--- config.mk ---
export PLATFORM = sky130hd
export DESIGN_NAME = lane_seq_mux
export DESIGN_NICKNAME = d
export VERILOG_FILES = /design/src/rtl/lane_seq_pkg.sv /design/src/rtl/lane_seq_mux_mux.sv /design/src/rtl/lane_seq_mux.sv
export SDC_FILE = /design/constraint.sdc
export NUM_CORES = 1
export LEC_CHECK = 0
export ABC_CLOCK_PERIOD_IN_PS = 4200
export CAP_MARGIN = 15
export CORE_ASPECT_RATIO = 0.9
export CORE_MARGIN = 10
export CORE_UTILIZATION = 55
export CTS_CLUSTER_DIAMETER = 60
export DETAILED_ROUTE_END_ITERATION = 10
export PLACE_DENSITY = 0.95
export SLEW_MARGIN = 40
export SYNTH_ARGS = -nofsm -noshare
export SYNTH_HDL_FRONTEND = slang
export SYNTH_SLANG_ARGS = --single-unit
--- constraint.sdc ---
create_clock -name clk -period 4.2 [get_ports clk]
set_input_delay 1.26 -clock clk [delete_from_list [all_inputs] [get_ports clk]]
set_output_delay 1.26 -clock clk [all_outputs]
set_load 0.01 [all_outputs]
--- src/rtl/lane_seq_pkg.sv ---
// lane_seq_pkg: shared types and constants for the lane_seq_mux block.
package lane_seq_pkg;

  // Sequencer states: idle, single-beat word, LANES-beat streamed word.
  typedef enum logic [1:0] {
    IDLE   = 2'd0,
    DIRECT = 2'd1,
    SEQ    = 2'd2
  } state_t;

  // in_mode encodings, sampled when a word is accepted.
  localparam logic MODE_DIRECT = 1'b0;
  localparam logic MODE_SEQ    = 1'b1;

endpackage

--- src/rtl/lane_seq_mux_mux.sv ---
// lane_mux: combinational LANES:1 mux of WIDTH-bit lanes.
// Each lane is gated by its own select decode and the gated lanes are OR-ed,
// so a select that matches no lane (sel >= LANES) yields zero.
module lane_mux #(
  parameter  int WIDTH = 8,
  parameter  int LANES = 4,
  localparam int SEL_W = $clog2(LANES)
) (
  input  logic [LANES-1:0][WIDTH-1:0] data,
  input  logic [SEL_W-1:0]            sel,
  output logic [WIDTH-1:0]            y
);

  logic [LANES-1:0][WIDTH-1:0] gated;

  for (genvar i = 0; i < LANES; i++) begin : g_lane
    assign gated[i] = (sel == SEL_W'(i)) ? data[i] : '0;
  end

  // OR-reduce the gated lanes; at most one is non-zero.
  always_comb begin
    y = '0;
    for (int i = 0; i < LANES; i++) y = y | gated[i];
  end

endmodule

--- src/rtl/lane_seq_mux.sv ---
// lane_seq_mux: registered LANES:1 lane mux with an auto-sequencing mode.
// A captured word is emitted either as one selected lane (DIRECT) or as all
// LANES lanes in turn (SEQ). Valid/ready on both sides.
// Optional feature macro LANE_SEQ_ROTATE_EN: adds in_rot, the SEQ start lane.
module lane_seq_mux
  import lane_seq_pkg::*;
#(
  parameter  int WIDTH = 8,
  parameter  int LANES = 4,
  localparam int SEL_W = $clog2(LANES)
) (
  input  logic                   clk,
  input  logic                   rst,
  input  logic                   in_valid,
  output logic                   in_ready,
  input  logic [LANES*WIDTH-1:0] in_data,
  input  logic                   in_mode,
  input  logic [SEL_W-1:0]       in_sel,
`ifdef LANE_SEQ_ROTATE_EN
  input  logic [SEL_W-1:0]       in_rot,
`endif
  output logic                   out_valid,
  input  logic                   out_ready,
  output logic [WIDTH-1:0]       out_data,
  output logic [SEL_W-1:0]       out_lane,
  output logic                   out_last
);

  state_t                 state, state_nxt;
  logic [LANES*WIDTH-1:0] cap_data;   // captured word, source for later SEQ beats
  logic [SEL_W-1:0]       cnt;        // beat index within a SEQ word
  logic                   accept, done, adv;
  logic [SEL_W-1:0]       start_lane, first_lane, next_lane;
  logic [SEL_W:0]         lane_inc;
  logic [LANES*WIDTH-1:0] mux_src;
  logic [SEL_W-1:0]       mux_sel;
  logic [WIDTH-1:0]       mux_y;

  // Handshake terms. The last beat completing frees the block in the same
  // cycle, so in_ready looks through out_ready to allow back-to-back words.
  assign done     = out_valid && out_ready && out_last;
  assign adv      = out_valid && out_ready && !out_last;
  assign in_ready = !rst && ((state == IDLE) || done);
  assign accept   = in_valid && in_ready;

`ifdef LANE_SEQ_ROTATE_EN
  // in_rot spans fewer than 2*LANES values, so one conditional subtract
  // reduces it modulo LANES.
  assign start_lane = ({1'b0, in_rot} >= (SEL_W+1)'(LANES))
                    ? SEL_W'({1'b0, in_rot} - (SEL_W+1)'(LANES))
                    : in_rot;
`else
  assign start_lane = '0;
`endif

  // First beat lane of an incoming word; next lane of the running SEQ word
  // wraps at LANES (not at 2**SEL_W).
  assign first_lane = (in_mode == MODE_SEQ) ? start_lane : in_sel;
  assign lane_inc   = {1'b0, out_lane} + (SEL_W+1)'(1);
  assign next_lane  = (lane_inc >= (SEL_W+1)'(LANES)) ? '0 : lane_inc[SEL_W-1:0];

  // The single mux reads straight from in_data on accept so the first beat
  // is registered at the accepting edge; otherwise it reads the capture reg.
  assign mux_src = accept ? in_data : cap_data;
  assign mux_sel = accept ? first_lane : next_lane;

  lane_mux #(.WIDTH(WIDTH), .LANES(LANES)) u_mux (
    .data (mux_src),
    .sel  (mux_sel),
    .y    (mux_y)
  );

  // State register; reset discards any word in flight.
  always_ff @(posedge clk or posedge rst) begin
    if (rst) state <= IDLE;
    else     state <= state_nxt;
  end

  // Next state: a new word reloads (possibly on the final beat), the final
  // beat with no new word returns to IDLE.
  always_comb begin
    state_nxt = state;
    if (accept)    state_nxt = (in_mode == MODE_SEQ) ? SEQ : DIRECT;
    else if (done) state_nxt = IDLE;
  end

  // Capture register, beat counter and output register. The selected lane
  // of a DIRECT word lives in out_lane, and the mode in the state, so only
  // the data word needs a separate capture. Outputs hold while stalled.
  always_ff @(posedge clk or posedge rst) begin
    if (rst) begin
      cap_data  <= '0;
      cnt       <= '0;
      out_valid <= 1'b0;
      out_data  <= '0;
      out_lane  <= '0;
      out_last  <= 1'b0;
    end else begin
      out_valid <= (state_nxt != IDLE);
      if (accept) begin
        cap_data <= in_data;
        cnt      <= '0;
        out_data <= mux_y;
        out_lane <= first_lane;
        out_last <= (in_mode == MODE_DIRECT);
      end else if (adv) begin
        cnt      <= cnt + SEL_W'(1);
        out_data <= mux_y;
        out_lane <= next_lane;
        out_last <= (cnt == SEL_W'(LANES-2));
      end
    end
  end

endmodule
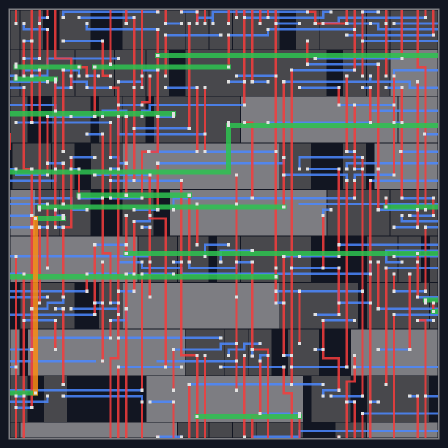
Fig. 1. Zoomed window.
Region (33, 29) to (58, 54) um. Cells in grey, sequential cells in the stronger grey; small squares are vias.
- blue: M1
- orange: M4
- green: M3
- red: M2
- netlist names of flops here include: `cap_data` (4), `out_lane` (2)
- most frequent: nand2_1 (18), dfrtp_1 (8), a21oi_1 (5)
- sequential cells in the window: 8
- cells with their middle in the window: 56

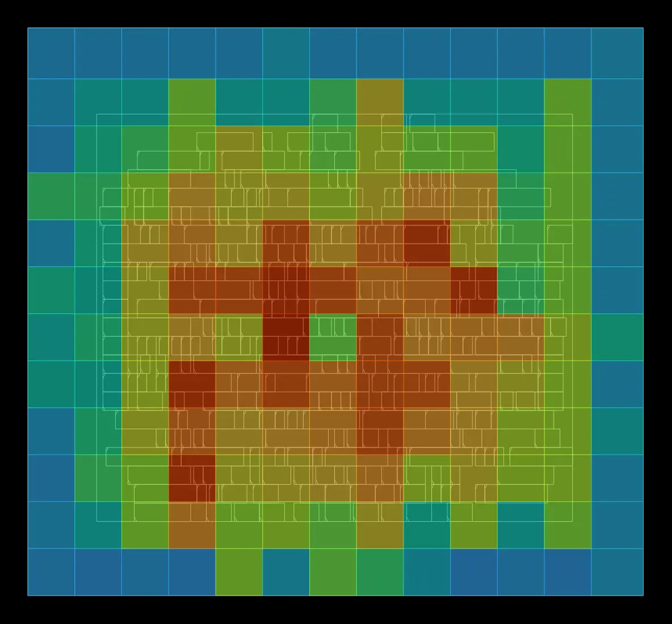
Fig. 2. Congestion heat map.
Global Route met3 Usage: 5.76%
M2 GR Usage: 27.5%
global-route met1 utilization: 21.8%

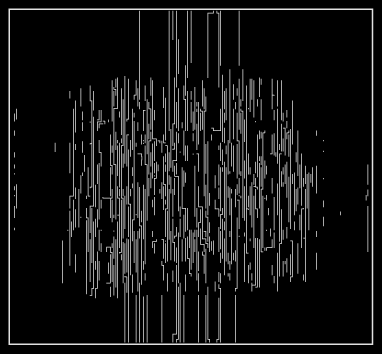
Fig. 3. Signal wires on met2.
Scale: 4 px per um.
- wire length on this layer: 3250 um
- nets with wire on the layer: 299
- longest straight run: 41.8 um
- main direction: vertical

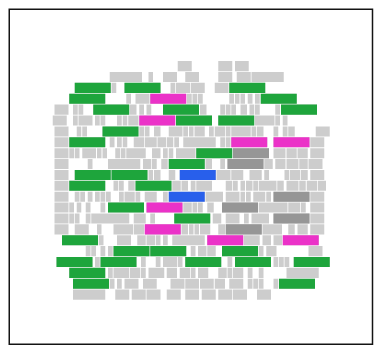
Fig. 4. Sequential cells grouped by signal name.
Scale: 4 px per um.
- green: `cap_data` (flops 32)
- magenta: `out_data` (flops 8; where centre)
- blue: `out_lane` (flops 2)
- not coloured: 6

==> impl_metrics.toml <==
# synthesis and place-and-route metrics
[floorplanning]
design.portCount = 52
rows = 22
floorplan_core_density_pct = 58.7
coreArea_um2 = 4180
die.size.x_um = 90.4
chipArea_um2 = 7540
tap_cells = 60

[setup_path]
critical_path.cell_chain = "clkdlybuf4s50_1 > nand3_1 > a21oi_1 > clkdlybuf4s50_1"
critical_path.startpoint_type = "input port"
path_class = "in -> out"
timing.rr.start = "out_lane[0]$_DFFE_PP0P_"
cp.depth = 4
cp_common_cell = "sky130_fd_sc_hd__clkdlybuf4s50_1"
reg2regPathDepth = 5
timing.rr.end = "out_data[6]$_DFFE_PP0P_"
cp.arrival_ns = 2.59
crit_path_end = "in_ready"
cpLargestDelayFamily = "buffers and inverters"
worst_setup_path_end_kind = "output port"
cp_num_buf_inv = 2

[synthesis]
mux_area_share_pct = 11.4
syn_nets = 308
syn-instance-count = 267
synthesized_flop_and_latch_total = 48
top_cell_area_share_pct = 48.9
post-synth-top-area-cell = "sky130_fd_sc_hd__dfrtp_1"
netlist.top_cell.by_instances = "sky130_fd_sc_hd__nand2_1"
synth_area_per_cell_um2 = 9.20
dominantRegCellSynth = "sky130_fd_sc_hd__dfrtp_1"
synth.area.top_cells = "sky130_fd_sc_hd__dfrtp_1, sky130_fd_sc_hd__nand2_1, sky130_fd_sc_hd__mux4_2"
flip_flops_with_a_built_in_enable = 0
synthAoiAreaFrac_pct = 12.9

[placement]
numPlacedInstances = 369
hpwl_mm = 4.54
pre_cts_setup_slack_ns = 0.353

[global_route]
first_global_vias = 2187
antenna_found_initial = 0
grt_max_degree = 49
gr-max-usage-layer = "met2"
grt_pass1_wl_mm = 10.6

[layout]
cell_type_taking_the_most_area = "flip-flops and latches"
seqAreaFraction_pct = 38.5
layout_top_cell_excl_fill_tap = "sky130_fd_sc_hd__nand2_1"
sh_comb_area_pct = 37.2
layout-drive-gt1-share_pct = 9.78
registers.top_by_ff_count = "cap_data"
clock_cell_area_share_pct = 2.89
inv_count = 2
final_core_util_pct = 74.6
layout.cells.most_common_list = "sky130_fd_sc_hd__nand2_1, sky130_fd_sc_hd__clkdlybuf4s50_1, sky130_fd_sc_hd__dfrtp_1"
num-fill-cells = 309
flop-count = 48

[detailed_routing]
vias = 2126
routed_via_density = 5.64
maxUsedRoutingLayer = "met4"
first_iter_violations = 132
drt_pass1_iterations = 4
dr_wl_met2_mm = 3.25
routed-wl-met3_um = 490

[clock_network]
cts_resized = 0
cts_root_buffer = "sky130_fd_sc_hd__clkbuf_8"
clk_transition_reported_paths_ns = 0.08
tritoncts = "done"
cts.hold.buffers_added = 0

[hold_path]
holdPathStages = 2
hold_path.startpoint = "cap_data[4]$_DFF_PP0_"

[pwr]
switchingPower_mw = 0.741
p_int_mw = 1.28
largest_pwr_group = "combinational cells"
share_comb_of_total_power_pct = 46.0
seq-power_mw = 0.809
pg_clk_mw = 0.283
power_density_nw_per_um2 = 648
worst_ir_drop_vdd_mv = 0.315

[timing]
clock.fmax_mhz = 259
tns_ns = 0
rsz_0062_raised_after_global_routing = "false"
finalCriticalPeriod_ns = 3.85
final.setup_skew_ns = 0.00523
max-slew-margin-rel_pct = 51.2
finalSetupViolCount = 0

[flow_run]
max-cap-violations = 0
log_warnings = 26

[status]
run_status = "finished, final reports clean"
